==> config.mk <==
export PLATFORM = sky130hd
export DESIGN_NAME = output_arbiter
export DESIGN_NICKNAME = d
export VERILOG_FILES = /design/src/rtl/noc_pkg.sv /design/src/rtl/output_arbiter_rr_pick.sv /design/src/rtl/output_arbiter.sv
export SDC_FILE = /design/constraint.sdc
export NUM_CORES = 1
export LEC_CHECK = 0
export ABC_AREA = 1
export CAP_MARGIN = 0
export CELL_PAD_IN_SITES_DETAIL_PLACEMENT = 0
export CELL_PAD_IN_SITES_GLOBAL_PLACEMENT = 1
export CORE_AREA = 4 4 124 126
export DETAILED_ROUTE_END_ITERATION = 10
export DIE_AREA = 0 0 128 130
export GPL_TIMING_DRIVEN = 0
export HOLD_SLACK_MARGIN = 0.1
export PLACE_DENSITY = 0.82
export SLEW_MARGIN = 20
export SYNTH_ARGS = -nofsm -noshare
export SYNTH_HDL_FRONTEND = slang
export SYNTH_SLANG_ARGS = --single-unit
==> constraint.sdc <==
create_clock -name clk -period 6.9 [get_ports clk]
set_input_delay 0.69 -clock clk [delete_from_list [all_inputs] [get_ports clk]]
set_output_delay 0.69 -clock clk [all_outputs]
set_load 0.1 [all_outputs]
layer_met1.png
Cells faint in the background.
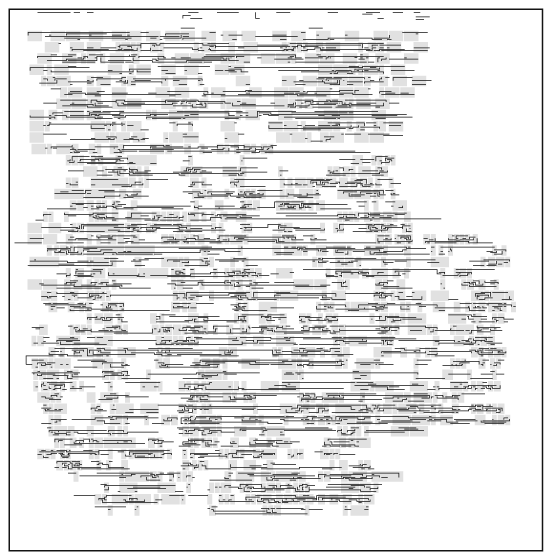
wire length on this layer	8150 um
longest straight run	52.0 um
nets with wire on the layer	1051
met1 Resource Use GR: 0.273
routed via count: 6079

layer_met2.png
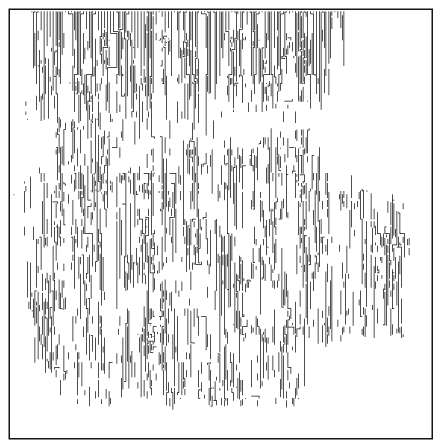
wire length on this layer	7900 um
share of all routed wire	48%
longest straight run	32.8 um
main direction	vertical
nets with wire on the layer	879
WL final: 16600 um
met2 usage: 0.309

layer_met4.png
Cells faint in the background.
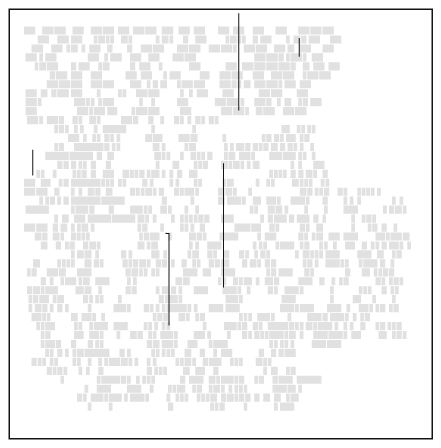
wire length on this layer	108 um
main direction	vertical
longest straight run	37.4 um

cell_density.png
Bar = 50 um. 13 x 13 tiles, from dark blue (low) to red (high), 0 to 100% covered.
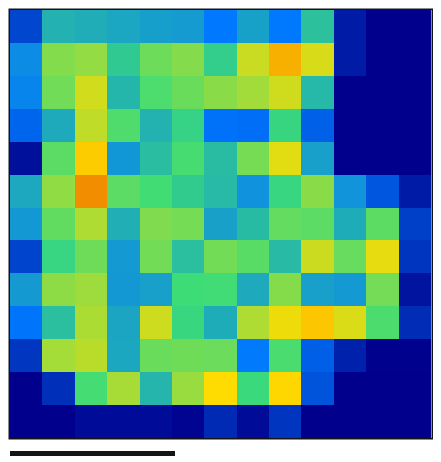
nearly empty tiles	15%
mean over tiles	37%
tiles over 75% full	3.0%
emptiest ninth of the die	upper right
fullest tile	84%
Core ar.: 0.0143 mm^2
Final Core Density: 0.444
FP Util: 0.342

==> results_dict.tcl <==
# implementation run metrics
set metrics [dict create \
    finalClockPeriodUsage 0.903 \
    antenna_cells 0 \
    yosys_warnings 0 \
    vdd_drop_max_uv 194 \
    maxCapViolCount 0 \
    edf_count 0 \
    row_count 44 \
    final_hold_viol_count 0 \
    most_common_cell "nand2_1" \
    warnings 53 \
    inverters 133 \
    top_layer "met4" \
    area_leaders "nand2_1, ha_1, nand3_1" \
    min_period_ns 6.23 \
    largestClassByArea "multi-input combinational cells" \
    ys_sh_simple 0.550 \
    outcome "completed" \
    syn_avg_cell_area_um2 5.48 \
    numCtsBuffers 3 \
    rsz0062_at_grt "no" \
    route.met2.wl_um 7900 \
    worstSetupEndpointType "register" \
    comb_cells 736 \
    top_logic_kind "simple AND/OR/NAND/NOR gates" \
    crit_type "reg2reg" \
    switching_share 0.624 \
    syn_nets 1025 \
    grt_pass1_wl_um 26000 \
    clkSlewWorstSetupHoldPaths_ns 0.04 \
    grt_overflow 0 \
    worstSkewPairLatency_ns 0.23 \
    drive_above_1_share 0.110 \
    synth_cell_type_count 51 \
    startpoint_type "register" \
    nFillCells 1585 \
    p_per_area_mw_per_mm2 260 \
    grt_start_max_net_pins 15 \
    p_switching_uw 1030 \
    comb_power_share 0.903 \
    p_int_uw 621 \
    signal_buffers 133 \
    drt_iter0_drc 309 \
    drt_first_pass_iters 5 \
    postCtsSetupBuffers 0 \
    grt_pass1_vias 5337 \
]
==> stage by stage <==
stage / hold WS [ns] / total power [uW] / std cells / instance area (um^2)
floorplan: 0.452 / 1200 / 895 / 4900
global placement: 0.469 / 1550 / 1193 / 6270
detailed placement: 0.477 / 1540 / 1193 / 6270
CTS: 0.483 / 1640 / 1197 / 6350
global route: 0.508 / 1840 / 1197 / 6350
finish: 0.480 / 1650 / 1197 / 6350
==> worst max-delay path: cells and delay by family (launching register included) <==
family                   cells  cell delay, ns
AND/OR/NAND/NOR             22            2.39
adder cells (fa/ha/maj)      5            1.29
XOR/XNOR                     1            0.27
AND-OR/OR-AND                1            0.13
flip-flops                   1            0.51
buffers and inverters       12            1.50
Power figures rest on the tool's default switching activity, not on a simulated workload.
